`src/rtl/useq_host_bridge_if.sv`:
```
// rtl/useq_host_bridge_if.sv - host byte-stream rx/tx handshake bundle for the useq bridge
interface useq_host_bridge_if;
  logic [7:0] rx_data;
  logic       rx_valid;
  logic       rx_ready;
  logic [7:0] tx_data;
  logic       tx_valid;
  logic       tx_ready;

  modport master (
    output rx_data, rx_valid, tx_ready,
    input  rx_ready, tx_data, tx_valid
  );

  modport slave (
    input  rx_data, rx_valid, tx_ready,
    output rx_ready, tx_data, tx_valid
  );
endinterface

```
`src/rtl/useq_host_bridge.sv`:
```
// rtl/useq_host_bridge.sv - host command parser, program RAM owner and core FIFO port driver for useq
module useq_host_bridge #(
  parameter logic [7:0] ACK_BYTE = 8'h4B,
  parameter logic [7:0] ERR_BYTE = 8'h21,
  parameter logic [7:0] UNK_BYTE = 8'h3F
) (
  input  logic                  clk,
  input  logic                  rst_n,
  useq_host_bridge_if.slave     host,
  output logic                  core_rst_n,
  input  logic [7:0]            core_mem_addr,
  output logic [7:0]            core_mem_data,
  output logic                  fifo_write,
  output logic [7:0]            fifo_wdata,
  output logic                  fifo_read,
  input  logic [7:0]            fifo_rdata,
  input  logic                  fifo_empty
);

  typedef enum logic [2:0] {IDLE, L_ADDR, L_CNT, L_DATA, W_DATA, R_WAIT, R_CAP, TX} state_t;

  state_t     state, state_nx;
  logic       halted, halted_nx;
  logic [7:0] addr, addr_nx;
  logic [8:0] remaining, remaining_nx;
  logic [7:0] tx_data_q, tx_data_nx;
  logic [7:0] fifo_wdata_nx;
  logic       fifo_write_nx, fifo_read_nx;
  logic       fire, ram_we;
  logic [7:0] ram [256];

  assign host.rx_ready = (state == IDLE) || (state == L_ADDR) || (state == L_CNT) ||
                         (state == L_DATA) || (state == W_DATA);
  assign fire          = host.rx_valid & host.rx_ready;
  assign host.tx_valid = (state == TX);
  assign host.tx_data  = tx_data_q;
  assign core_mem_data = ram[core_mem_addr];

  always_comb begin
    state_nx      = state;
    halted_nx     = halted;
    addr_nx       = addr;
    remaining_nx  = remaining;
    tx_data_nx    = tx_data_q;
    fifo_wdata_nx = fifo_wdata;
    fifo_write_nx = 1'b0;
    fifo_read_nx  = 1'b0;
    ram_we        = 1'b0;
    case (state)
      IDLE: if (fire) begin
        case (host.rx_data)
          8'h4C: begin halted_nx = 1'b1; state_nx = L_ADDR; end
          8'h47: begin halted_nx = 1'b0; tx_data_nx = ACK_BYTE; state_nx = TX; end
          8'h48: begin halted_nx = 1'b1; tx_data_nx = ACK_BYTE; state_nx = TX; end
          8'h57: begin
            if (halted) begin tx_data_nx = ERR_BYTE; state_nx = TX; end
            else        state_nx = W_DATA;
          end
          8'h52: begin
            if (halted)          begin tx_data_nx = ERR_BYTE; state_nx = TX; end
            else if (fifo_empty) begin tx_data_nx = 8'h00;    state_nx = TX; end
            else                 begin fifo_read_nx = 1'b1;   state_nx = R_WAIT; end
          end
          8'h53:   begin tx_data_nx = {6'b0, halted, fifo_empty}; state_nx = TX; end
          default: begin tx_data_nx = UNK_BYTE; state_nx = TX; end
        endcase
      end
      L_ADDR: if (fire) begin addr_nx = host.rx_data; state_nx = L_CNT; end
      L_CNT: if (fire) begin
        // A count of zero means a full 256-byte image
        remaining_nx = (host.rx_data == 8'h00) ? 9'd256 : {1'b0, host.rx_data};
        state_nx     = L_DATA;
      end
      L_DATA: if (fire) begin
        ram_we       = 1'b1;
        addr_nx      = addr + 8'd1;
        remaining_nx = remaining - 9'd1;
        if (remaining == 9'd1) begin tx_data_nx = ACK_BYTE; state_nx = TX; end
      end
      W_DATA: if (fire) begin
        fifo_wdata_nx = host.rx_data;
        fifo_write_nx = 1'b1;
        tx_data_nx    = ACK_BYTE;
        state_nx      = TX;
      end
      R_WAIT: state_nx = R_CAP;
      R_CAP:  begin tx_data_nx = fifo_rdata; state_nx = TX; end
      TX:     if (host.tx_ready) state_nx = IDLE;
      default: state_nx = IDLE;
    endcase
  end

  always_ff @(posedge clk) begin
    if (!rst_n) begin
      state      <= IDLE;
      halted     <= 1'b1;
      core_rst_n <= 1'b0;
      addr       <= 8'h00;
      remaining  <= 9'd0;
      tx_data_q  <= 8'h00;
      fifo_write <= 1'b0;
      fifo_read  <= 1'b0;
      fifo_wdata <= 8'h00;
    end else begin
      state      <= state_nx;
      halted     <= halted_nx;
      core_rst_n <= ~halted;
      addr       <= addr_nx;
      remaining  <= remaining_nx;
      tx_data_q  <= tx_data_nx;
      fifo_write <= fifo_write_nx;
      fifo_read  <= fifo_read_nx;
      fifo_wdata <= fifo_wdata_nx;
    end
  end

  // Program RAM is deliberately outside the reset so a load survives rst_n
  always_ff @(posedge clk) begin
    if (ram_we) ram[addr] <= host.rx_data;
  end

endmodule

```
`src/flat_wrapper.sv`:
```
// flat-port wrapper written by rule: the top's interface ports become plain ports
module useq_host_bridge_flat 
#(
  parameter logic [7:0] ACK_BYTE = 8'h4B,
  parameter logic [7:0] ERR_BYTE = 8'h21,
  parameter logic [7:0] UNK_BYTE = 8'h3F
)
  (clk, rst_n, core_rst_n, core_mem_addr, core_mem_data, fifo_write, fifo_wdata, fifo_read, fifo_rdata, fifo_empty, host_rx_data, host_rx_valid, host_tx_ready, host_rx_ready, host_tx_data, host_tx_valid);
  useq_host_bridge_if host_i ();
  input  logic clk;
  input  logic rst_n;
  output logic core_rst_n;
  input  logic [7:0] core_mem_addr;
  output logic [7:0] core_mem_data;
  output logic fifo_write;
  output logic [7:0] fifo_wdata;
  output logic fifo_read;
  input  logic [7:0] fifo_rdata;
  input  logic fifo_empty;
  input wire logic [$bits(host_i.rx_data)-1:0] host_rx_data;
  input wire logic [$bits(host_i.rx_valid)-1:0] host_rx_valid;
  input wire logic [$bits(host_i.tx_ready)-1:0] host_tx_ready;
  output wire logic [$bits(host_i.rx_ready)-1:0] host_rx_ready;
  output wire logic [$bits(host_i.tx_data)-1:0] host_tx_data;
  output wire logic [$bits(host_i.tx_valid)-1:0] host_tx_valid;
  assign host_i.rx_data = host_rx_data;
  assign host_i.rx_valid = host_rx_valid;
  assign host_i.tx_ready = host_tx_ready;
  assign host_rx_ready = host_i.rx_ready;
  assign host_tx_data = host_i.tx_data;
  assign host_tx_valid = host_i.tx_valid;
  useq_host_bridge #(.ACK_BYTE(ACK_BYTE), .ERR_BYTE(ERR_BYTE), .UNK_BYTE(UNK_BYTE)) u_core (.clk(clk), .rst_n(rst_n), .host(host_i), .core_rst_n(core_rst_n), .core_mem_addr(core_mem_addr), .core_mem_data(core_mem_data), .fifo_write(fifo_write), .fifo_wdata(fifo_wdata), .fifo_read(fifo_read), .fifo_rdata(fifo_rdata), .fifo_empty(fifo_empty));
endmodule
```
`config.mk`:
```
export PLATFORM = sky130hd
export DESIGN_NAME = useq_host_bridge_flat
export DESIGN_NICKNAME = d
export VERILOG_FILES = /design/src/rtl/useq_host_bridge_if.sv /design/src/rtl/useq_host_bridge.sv /design/src/flat_wrapper.sv
export SDC_FILE = /design/constraint.sdc
export NUM_CORES = 2
export LEC_CHECK = 0
export ABC_AREA = 0
export CORE_ASPECT_RATIO = 0.8
export CORE_MARGIN = 1
export CORE_UTILIZATION = 45
export DETAILED_ROUTE_END_ITERATION = 12
export GPL_TIMING_DRIVEN = 0
export PLACE_DENSITY = 0.72
export SLEW_MARGIN = 15
export SYNTH_ARGS = -nofsm -noshare
export SYNTH_HDL_FRONTEND = slang
export SYNTH_SLANG_ARGS = --single-unit
```
`constraint.sdc`:
```
create_clock -name clk -period 3.6 [get_ports clk]
set_clock_uncertainty 0.15 [all_clocks]
set_input_delay 0.72 -clock clk [delete_from_list [all_inputs] [get_ports clk]]
set_output_delay 0.72 -clock clk [all_outputs]
set_load 0.01 [all_outputs]
```
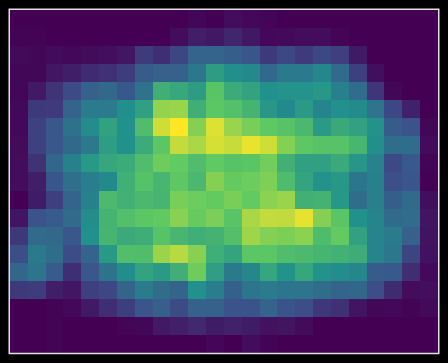
(routed metal per tile)
The die is cut into 24 by 19 equal tiles; dark purple is low, yellow is high, scaled to the fullest tile. Values are wire area over tile area, all layers added.
densest ninth of the die: centre
emptiest ninth of the die: north-west
tiles over half the peak: 33%
mean over tiles: 0.29
total routed wirelength: 285000 um
wire length per cell: 40.5 um
routed via count: 48300
global-route usage over all layers: 0.306

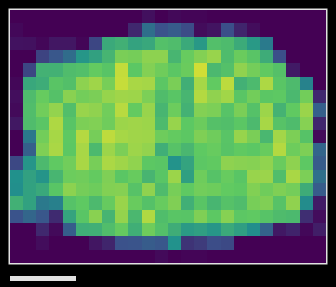
(local utilization)
Scale bar: 100 um. The die is cut into 24 by 19 equal tiles; dark purple is low, yellow is high, 0 to 100% covered.
densest ninth of the die: centre
nearly empty tiles: 20%
mean over tiles: 51%
fullest tile: 93%
tiles over 75% full: 34%
Core Box Area: 0.180 mm^2
Layout Utilization: 0.540
Core Util at FP: 0.456

==> impl_metrics.py <==
# Auto-generated metrics
metrics = {
    "placement": {
        "gp_congestion": 1.02,
        "dp_slack_ns": -3.29,
        "port_buffers": 52,
        "dp_hpwl_um": 180000,
    },
    "final_timing": {
        "rsz0062_at_grt": "true",
        "slew_violations": 0,
        "setup-violations-final": 550,
        "setup_slack_ns": -0.774,
        "hold_viol_final": 0,
        "relSlewSlack": 0.0391,
        "finalCriticalPeriod_ns": 4.37,
        "fmax_mhz": 229,
        "holdWs_ns": 0.0479,
        "tightest_slew_ns": 1.44,
        "finalClockPeriodUsage": 1.22,
    },
    "global_routing": {
        "grt_pass1_vias": 44700,
        "grt_max_degree": 136,
        "antenna_found_initial": 11,
        "grt_remaining_overflow": 0,
        "grt_pass1_wl_um": 379000,
    },
    "layout": {
        "drive_gt1_frac": 0.311,
        "lay_top_count": "edfxtp_1",
        "mostFrequentLayoutCells": "2048 x edfxtp_1, 397 x mux4_2, 196 x clkbuf_16",
        "area_delta_synth_final_pct": 18.4,
        "nets": 4512,
        "nFillCells": 13300,
        "regArea_mm2": 0.0623,
        "layout.area.comb_mm2": 0.0199,
    },
    "floorplan": {
        "die_width_um": 480,
        "fp.dieH_um": 384,
        "fp-row-count": 139,
        "die_area_mm2": 0.184,
        "io_pins": 58,
    },
    "synthesis": {
        "postSynthSeqShare": 0.758,
        "common_cells": "2048 x edfxtp_1, 390 x mux4_2, 303 x nor2_1, 173 x a22oi_1, 148 x mux2i_1",
        "synth_top_area_share": 0.748,
        "yosys_warnings": 0,
        "netlist_top_cells_area": "edfxtp_1 75%, mux4_2 11%, mux2i_1 1.8%",
        "most_common_cell": "edfxtp_1",
        "ys_types": 80,
        "yosys-stat-area_mm2": 0.0822,
        "synthArstFlopShare": 0,
        "ys.flop_type": "edfxtp_1",
        "netlist_area_mm2": 0.0822,
        "synthCells": 4059,
        "avgSynthCellArea_um2": 20.3,
        "edf_count": 2048,
        "synth_flops": 2088,
        "top_area_cell": "edfxtp_1",
        "ys_cells": 4059,
        "fp_nets": 4094,
    },
    "power": {
        "vdd_drop_max_mv": 0.470,
        "totalPowerFinal_mw": 50.7,
        "powerDensity_mw_per_mm2": 521,
        "p_leak_nw": 30.4,
    },
    "min_path": {
        "whs_path_depth": 1,
        "min_from": "host_rx_data[0]",
        "hold-path-endpoint": "u_core.ram[172][0]",
        "hold_path.class": "input port to flip-flop",
    },
    "setup_path": {
        "cp.arrival_ns": 3.50,
        "reg2reg_slack_ns": -0.12,
        "start_kind": "input port",
        "worstSetupPathType": "input port to output pin",
        "reg2reg_to": "u_core.ram[136][6]",
        "cp_max_fo": 10,
        "crit_required_ns": 2.73,
        "reg2regPathDepth": 5,
        "cp-end-kind": "output pin",
        "reg2reg_from": "u_core.addr[3]",
    },
    "run_status": {
        "status": "finished with violations",
        "violations": "negative setup slack",
    },
    "detailed_routing": {
        "drcViolationCount": 0,
        "dr.pass1.iters": 7,
        "drt_iter0_drc": 9962,
        "ant_nets": 0,
        "via_per_inst": 6.87,
    },
    "clocking": {
        "cts_buffers": 188,
        "clk_path_buf_depth": 3,
        "htreeDepth": 4,
        "root_buffer": "clkbuf_16",
        "cts_tree": "built",
        "clk_pin_slew_ns": 0.07,
    },
    "flow_run": {
        "maxCapViolCount": 0,
        "warning_count": 75,
    },
}
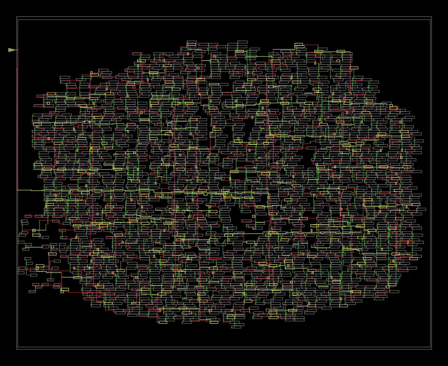
(clock nets)
flop count: 2088
Layout clock buffers: 225
Insertion Delay late pin: 0.85 ns
CTS sink count: 2088

## flip-flops by register name (all words and copies together), names as in the netlist
| signal | flops |
|---|---|
| u_core.fifo_write | 1 |
| u_core.halted | 1 |
| u_core.host.tx_data | 8 |
| u_core.fifo_wdata | 8 |
| u_core.ram | 2048 |
| u_core.remaining | 9 |
| u_core.core_rst_n | 1 |
| u_core.addr | 8 |
| u_core.state | 3 |
| u_core.fifo_read | 1 |
## critical path: stages
cell and delay [ns]:
buf_6 0.20, buf_12 0.19, buf_12 0.21, buf_16 0.19
mux4_2 0.36, a22oi_2 0.37, a31oi_4 0.17, nor4_4 0.71
nor4_4 0.15, buf_2 0.18
## per-layer routing
layer	wire length [um]	GRT usage
met1	101000	0.411
met2	114000	0.401
met3	53400	0.159
met4	16700	0.160
met5	242	0.00671
## timing repair
action / 4_1_cts / 5_1_grt
pin swaps: 76 / 39
setup endpoints to repair: 1953 / 735
hold endpoints to repair: 6 / 0
hold buffers: 2 / 0
buffers inserted: 116 / 41
cloned: 6 / 1
gates resized: 722 / 180
## metrics by stage
step | cell area [um^2] | std cells | TNS, ns
global placement | 85700 | 6508 | -
detailed placement | 86300 | 6526 | -2317.39
CTS | 96300 | 6990 | -5.26
global route | 97300 | 7031 | -22.78
finish | 97300 | 7035 | -29.43
floorplan | 82200 | 4059 | 0
## cell type report
| cell class | instances | area share |
|---|---|---|
| Clock buffer | 225 | 0.0506 |
| Sequential cell | 2088 | 0.640 |
| Timing Repair Buffer | 237 | 0.0294 |
| Antenna cell | 6 | 0.000154 |
| Clock inverter | 120 | 0.00882 |
| Buffer | 238 | 0.0347 |
| Multi-Input combinational cell | 1708 | 0.204 |
| Tap cell | 2397 | 0.0308 |
| Inverter | 16 | 0.000772 |
## report_power, final
part / switching [mW] / internal, mW / leakage, nW / total, mW
Combinational: 2.84 / 1.50 / 8.89 / 4.34
Sequential: 0.0455 / 26.7 / 18.7 / 26.8
Clock: 9.28 / 10.3 / 2.83 / 19.6
Total: 12.2 / 38.5 / 30.4 / 50.7
## cells by family after synthesis
| kind of cell | share of synthesized area |
|---|---|
| AND-OR/OR-AND | 0.0441 |
| XOR/XNOR | 0.000107 |
| adder cells (fa/ha/maj) | 0.000913 |
| buffers and inverters | 0.0221 |
| flip-flops | 0.758 |
| multiplexers | 0.140 |
| AND/OR/NAND/NOR | 0.0347 |
## worst max-delay path by stage
stage	start	endpoint	slack, ns
finish	core_mem_addr[1]	core_mem_data[7]	-0.77
CTS	core_mem_addr[0]	core_mem_data[7]	-0.64
global route	core_mem_addr[0]	core_mem_data[7]	-0.67
global placement	host_rx_data[7]	u_core.host.tx_data[5]	-7.97
floorplan	core_mem_addr[2]	core_mem_data[0]	0.24
detailed placement	core_mem_addr[4]	core_mem_data[7]	-3.29
No activity file was given, so power comes from the tool's default toggle rates.
